--- src/rtl/mic_pkg.sv ---
// Shared constants and FSM state type for the microphone level meter.
package mic_pkg;
   localparam int SAMPLE_W  = 18;
   localparam int N_SAMPLES = 16;
   localparam int N_LEDS    = 10;

   typedef enum logic [2:0] {
      IDLE,
      CAPTURE,
      SCAN,
      MAP,
      UPDATE
   } meter_state_t;
endpackage

--- src/rtl/msb_to_level.sv ---
// Priority encoder: maps a frame's peak magnitude onto a log2 bar level 0..N_LEDS.
module msb_to_level #(
   parameter int SAMPLE_W = mic_pkg::SAMPLE_W,
   parameter int N_LEDS   = mic_pkg::N_LEDS
) (
   input  logic [SAMPLE_W-2:0] peak,
   output logic [3:0]          new_level
);
   // Each bar step is one octave; the quietest OFFSET octaves show nothing.
   localparam int OFFSET = SAMPLE_W - 1 - N_LEDS;

   int msb;

   always_comb begin
      msb = -1;
      for (int i = 0; i < SAMPLE_W - 1; i++) begin
         if (peak[i]) msb = i;
      end
      new_level = '0;
      if (msb >= 0 && msb >= OFFSET) new_level = 4'(msb - OFFSET + 1);
   end
endmodule

--- src/rtl/mic_level_meter.sv ---
// Peak-hold LED bar meter: captures a mic_sampler frame, finds its peak |sample|,
// converts it to a log2 level and drives a thermometer bar with hold/decay.
module mic_level_meter #(
   parameter int SAMPLE_W    = mic_pkg::SAMPLE_W,
   parameter int N_SAMPLES   = mic_pkg::N_SAMPLES,
   parameter int N_LEDS      = mic_pkg::N_LEDS,
   parameter int HOLD_FRAMES = 4
) (
   input  logic                          clk_25,
   input  logic                          rst,
   input  logic                          done,
   input  logic [N_SAMPLES*SAMPLE_W-1:0] samples,
   output logic [N_LEDS-1:0]             leds,
   output logic [3:0]                    level,
   output logic                          level_valid,
   output logic                          busy,
   output logic [7:0]                    dropped
);
   import mic_pkg::*;

   localparam int IDX_W  = $clog2(N_SAMPLES);
   localparam int HOLD_W = $clog2(HOLD_FRAMES + 1);
   localparam logic [IDX_W-1:0]  IDX_LAST  = IDX_W'(N_SAMPLES - 1);
   localparam logic [HOLD_W-1:0] HOLD_LAST = HOLD_W'(HOLD_FRAMES - 1);

   meter_state_t               state;
   logic                       done_q;
   logic                       frame_start;
   logic [IDX_W-1:0]           idx;
   logic [HOLD_W-1:0]          hold_cnt;
   logic signed [SAMPLE_W-1:0] frame_buf [N_SAMPLES];
   logic [SAMPLE_W-2:0]        peak;
   logic [SAMPLE_W-2:0]        mag;
   logic [3:0]                 enc_level;
   logic [3:0]                 map_level;
   logic [3:0]                 upd_level;
   logic [HOLD_W-1:0]          upd_hold;

   // Magnitude in SAMPLE_W-1 bits; the most negative code cannot be negated, so it clips.
   function automatic logic [SAMPLE_W-2:0] abs_sat(input logic signed [SAMPLE_W-1:0] x);
      logic signed [SAMPLE_W-1:0] neg;
      neg = -x;
      if (x == {1'b1, {(SAMPLE_W-1){1'b0}}}) return '1;
      else if (x[SAMPLE_W-1])               return neg[SAMPLE_W-2:0];
      else                                   return x[SAMPLE_W-2:0];
   endfunction

   function automatic logic [N_LEDS-1:0] thermo(input logic [3:0] lvl);
      logic [N_LEDS-1:0] t;
      for (int i = 0; i < N_LEDS; i++) t[i] = (i < int'(lvl));
      return t;
   endfunction

   assign frame_start = done & ~done_q;
   assign mag         = abs_sat(frame_buf[idx]);

   msb_to_level #(
      .SAMPLE_W (SAMPLE_W),
      .N_LEDS   (N_LEDS)
   ) u_msb_to_level (
      .peak      (peak),
      .new_level (enc_level)
   );

   // Louder frames take over at once; quieter ones only pull the bar down one step per hold period.
   always_comb begin
      upd_level = level;
      upd_hold  = hold_cnt;
      if (map_level >= level) begin
         upd_level = map_level;
         upd_hold  = '0;
      end else if (hold_cnt == HOLD_LAST) begin
         upd_level = level - 4'd1;
         upd_hold  = '0;
      end else begin
         upd_hold  = hold_cnt + 1'b1;
      end
   end

   always_ff @(posedge clk_25 or posedge rst) begin
      if (rst) begin
         state       <= IDLE;
         done_q      <= 1'b1;
         idx         <= '0;
         hold_cnt    <= '0;
         level       <= '0;
         leds        <= '0;
         level_valid <= 1'b0;
         busy        <= 1'b0;
         dropped     <= '0;
      end else begin
         done_q      <= done;
         level_valid <= 1'b0;
         if (frame_start && state != IDLE && dropped != 8'hFF) dropped <= dropped + 8'd1;
         case (state)
            IDLE: begin
               if (frame_start) begin
                  state <= CAPTURE;
                  busy  <= 1'b1;
               end
            end
            CAPTURE: begin
               idx   <= '0;
               state <= SCAN;
            end
            SCAN: begin
               if (idx == IDX_LAST) state <= MAP;
               else                 idx   <= idx + 1'b1;
            end
            MAP: begin
               state <= UPDATE;
            end
            UPDATE: begin
               level       <= upd_level;
               leds        <= thermo(upd_level);
               hold_cnt    <= upd_hold;
               level_valid <= 1'b1;
               busy        <= 1'b0;
               state       <= IDLE;
            end
            default: begin
               state <= IDLE;
               busy  <= 1'b0;
            end
         endcase
      end
   end

   // capture / scan / map datapath
   always_ff @(posedge clk_25) begin
      case (state)
         CAPTURE: begin
            for (int i = 0; i < N_SAMPLES; i++) frame_buf[i] <= samples[i*SAMPLE_W +: SAMPLE_W];
            peak <= '0;
         end
         SCAN: begin
            if (mag > peak) peak <= mag;
         end
         MAP: begin
            map_level <= enc_level;
         end
         default: ;
      endcase
   end
endmodule

--- config.mk ---
export PLATFORM = sky130hd
export DESIGN_NAME = mic_level_meter
export DESIGN_NICKNAME = d
export VERILOG_FILES = /design/src/rtl/mic_pkg.sv /design/src/rtl/msb_to_level.sv /design/src/rtl/mic_level_meter.sv
export SDC_FILE = /design/constraint.sdc
export NUM_CORES = 1
export LEC_CHECK = 0
export CAP_MARGIN = 25
export CELL_PAD_IN_SITES_DETAIL_PLACEMENT = 0
export CELL_PAD_IN_SITES_GLOBAL_PLACEMENT = 1
export CORE_MARGIN = 3
export CORE_UTILIZATION = 31
export DETAILED_ROUTE_END_ITERATION = 12
export GPL_TIMING_DRIVEN = 0
export PLACE_DENSITY = 0.58
export SETUP_SLACK_MARGIN = 0.1
export SLEW_MARGIN = 40
export SYNTH_ARGS = -nofsm -noshare
export SYNTH_HDL_FRONTEND = slang
export SYNTH_SLANG_ARGS = --single-unit
--- constraint.sdc ---
create_clock -name clk_25 -period 44.2 [get_ports clk_25]
set_input_delay 8.84 -clock clk_25 [delete_from_list [all_inputs] [get_ports clk_25]]
set_output_delay 8.84 -clock clk_25 [all_outputs]
set_load 0.03 [all_outputs]
Run 1, clock wiring as the flow saved it:
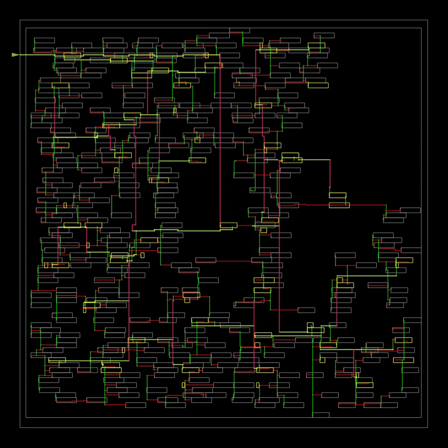
clk latency late pin: 0.56 ns
registers: 343

Run 1, met4 routing:
(1.5 px per um)
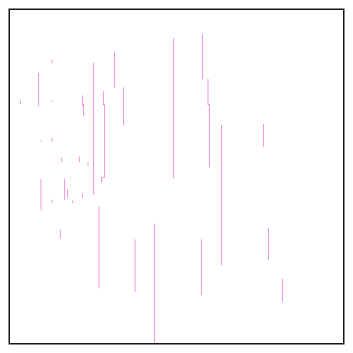
longest straight run: 93.2 um
share of all routed wire: 2.0%
wire length on this layer: 835 um
main direction: vertical
Post-Route WL: 41.5 mm
vias: 8911

Run 1, selected gate families:
(1.5 px per um)
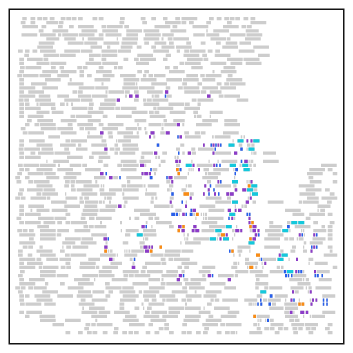
| colour | family | cells | most used |
|---|---|---|---|
| purple | aoi and oai cells | 104 | a21oi_1 |
| cyan | fa/ha/maj cells | 27 | ha_1 |
| blue | nand cells | 68 | nand2_1 |
| orange | and/or cells | 20 | and3_1 |
Layout Cells excl Fill: 1878
most frequent logic cell in the layout: clkdlybuf4s50_1
Comb area share: 20.0%

==> results_dict.tcl, run 1 <==
# flow metrics
set metrics [dict create \
    outcome "finished, final reports clean" \
    n_antenna_cell 6 \
    skew_ns 0.0326 \
    core_um2 45700 \
    grt_first_pass_wirelength_mm 61.2 \
    tns_ns 0 \
    yosys_area_um2 14500 \
    yosysTopAreaCell "edfxtp_1" \
    nonClockBufferCount 396 \
    slew_violations 0 \
    top_layer "met5" \
    min_path_cells 1 \
    async_reset_ff_share_pct 9.91 \
    fin_crit_sh_pct 24.0 \
    powerClk_mw 0.344 \
    largest_reg_flops 288 \
    r2r_start "idx[1]" \
    cp_max_fo 4 \
    gp_congestion 0.765 \
    fp_util_pct 31.7 \
    syn_to_final_growth_pct 39.0 \
    synth_cell_type_count 54 \
    ant_nets 0 \
    final_util_pct 44.0 \
    fmax_mhz 94.4 \
    fp.dieW_um 222 \
    ys_cells 839 \
    combPwrFrac_pct 40.7 \
    crit_path_top_delay_cell "clkdlybuf4s50_1" \
    first_pass_iters 6 \
    top_cell_area_share_pct 64.2 \
    p_sw_mw 0.468 \
    p_total_mw 1.33 \
    n_clock_buffer 46 \
    n_all_inverters 30 \
]
==> run 2, diff against run 1 <==
==> constraint.sdc (replaced) <==
create_clock -name clk_25 -period 10.91 [get_ports clk_25]
set_input_delay 2.182 -clock clk_25 [delete_from_list [all_inputs] [get_ports clk_25]]
set_output_delay 2.182 -clock clk_25 [all_outputs]
set_load 0.03 [all_outputs]
==> run 2 against run 1 <==
Net effect:
- hold slack hardly changed
- sequential power rose to 4.1 times the previous value
- clock skew down 0.018 ns
- first-iteration DRC count is 13% lower
- largest cell class unchanged
==> results_dict.tcl, run 2 <==
# flow metrics
set metrics [dict create \
    ant_nets 0 \
    clockBufferDepth 3 \
    n_all_inverters 30 \
    dpl_worst_slack_ns 4.82 \
    gp_congestion 0.778 \
    combPwrFrac_pct 40.8 \
    synth.logic.top_family "multiplexers" \
    cp.required_ns 11.11 \
    via_count 8782 \
    holdWs_ns 0.476 \
    hpwlAfterDp_mm 31.8 \
    layout_top_cell "clkdlybuf4s50_1" \
    grt_pass1_vias 9611 \
    yosys_area_um2 14500 \
    ys_cells 839 \
    fillers 4162 \
    top_cell_area_share_pct 64.2 \
    warnings 26 \
    layout.cells.most_common_list "clkdlybuf4s50_1, edfxtp_1, mux4_2" \
    r2r-end "peak[4]" \
    top_layer "met5" \
    ff2ff_path_depth 20 \
    leakagePower_nw 6.91 \
    cts_setup_buffers 0 \
    comb_area_share_pct 20.2 \
    largest_reg_flops 288 \
    simple_gate_area_share_pct 6.00 \
    max_slew_margin_pct 43.1 \
    sequentialPowerShare_pct 34.0 \
    top_cell "edfxtp_1" \
    vdd_drop_max_mv 0.123 \
    io_pins 315 \
    fp_util_pct 31.7 \
    netlist_top_cells_area "edfxtp_1, mux4_2, dfrtp_1" \
    ctsHoldBuffers 0 \
    skew_ns 0.0144 \
    worstSetupStartpointType "flip-flop" \
    worstHoldStart "leds[4]" \
    drc 0 \
    fmax_mhz 165 \
    async_reset_ff_share_pct 9.91 \
    p_total_mw 5.35 \
    grt_use_met3_pct 5.83 \
    final_util_pct 43.7 \
    first_pass_iters 4 \
    reg_top3 "frame_buf: 288 flops, peak: 17 flops, leds: 10 flops" \
    place_area_um2 18700 \
    min_path_cells 2 \
    setup_violations 0 \
    nonClockBufferCount 381 \
    grt_first_pass_wirelength_mm 60.7 \
    sh_seq_area_pct 50.7 \
    die-area_um2 49300 \
    route.met2.wl_mm 20.3 \
    rows 78 \
    fin_crit_sh_pct 55.5 \
    p_clk_share_pct 25.2 \
    largest-register "frame_buf" \
    met1_length_mm 16.5 \
    nNetsFinal 1542 \
    area_share_nonclk_buffers_pct 18.2 \
    p_sw_mw 1.87 \
    ys_seq_share_pct 70.1 \
    r2r_start "idx[1]" \
    grt_usage_pct 16.6 \
    slowest_delay_ns 0.62 \
    grt_overflow 0 \
    synth_cell_type_count 54 \
    drive_above_1_share_pct 15.3 \
    n_antenna_cell 6 \
    cp_max_fo 17 \
    crit_path_top_delay_cell "buf_1" \
    yosysTopAreaCell "edfxtp_1" \
    core_um2 45700 \
    syn_to_final_growth_pct 38.2 \
    power-top-group "combinational cells" \
    tns_ns 0 \
    slew_violations 0 \
    wl_mm 41.0 \
    fin_cells 1859 \
    ff_count 343 \
    outcome "finished, final reports clean" \
]
Run 2, pin map:
(1.5 px per um) Pins as bars across the die edge, other pins in grey.
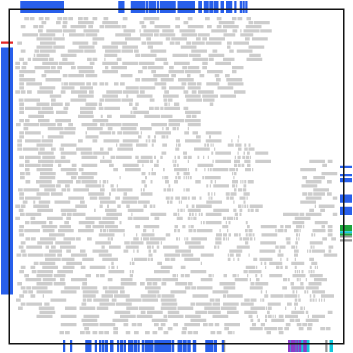
| colour | port | pins | direction | edge |
|---|---|---|---|---|
| purple | dropped | 8 | output | bottom |
| red | clk_25 | 1 | input | left |
| blue | samples | 288 | input | 121 left, 95 top, 60 bottom, 12 right |
| cyan | leds | 10 | output | 9 bottom, 1 right |
| green | level | 4 | output | right |
all pins by edge: 122 left, 95 top, 79 bottom, 19 right
Die H: 222 um
I/O Buffers: 314
Die Wd: 222 um

Run 2, met4 routing:
(1.5 px per um)
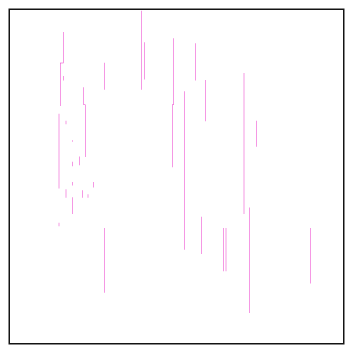
share of all routed wire: 2.1%
wire length on this layer: 872 um
longest straight run: 105 um
main direction: vertical

Run 2, clock wiring as the flow saved it:
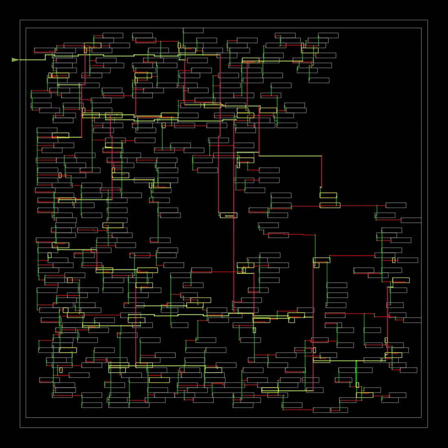
clk latency late pin: 0.55 ns
P_clk: 1.35 mW
clock buffer count: 50
total CTS buffers: 39
Sink Count: 343

Power is estimated from default activity; no workload was simulated.
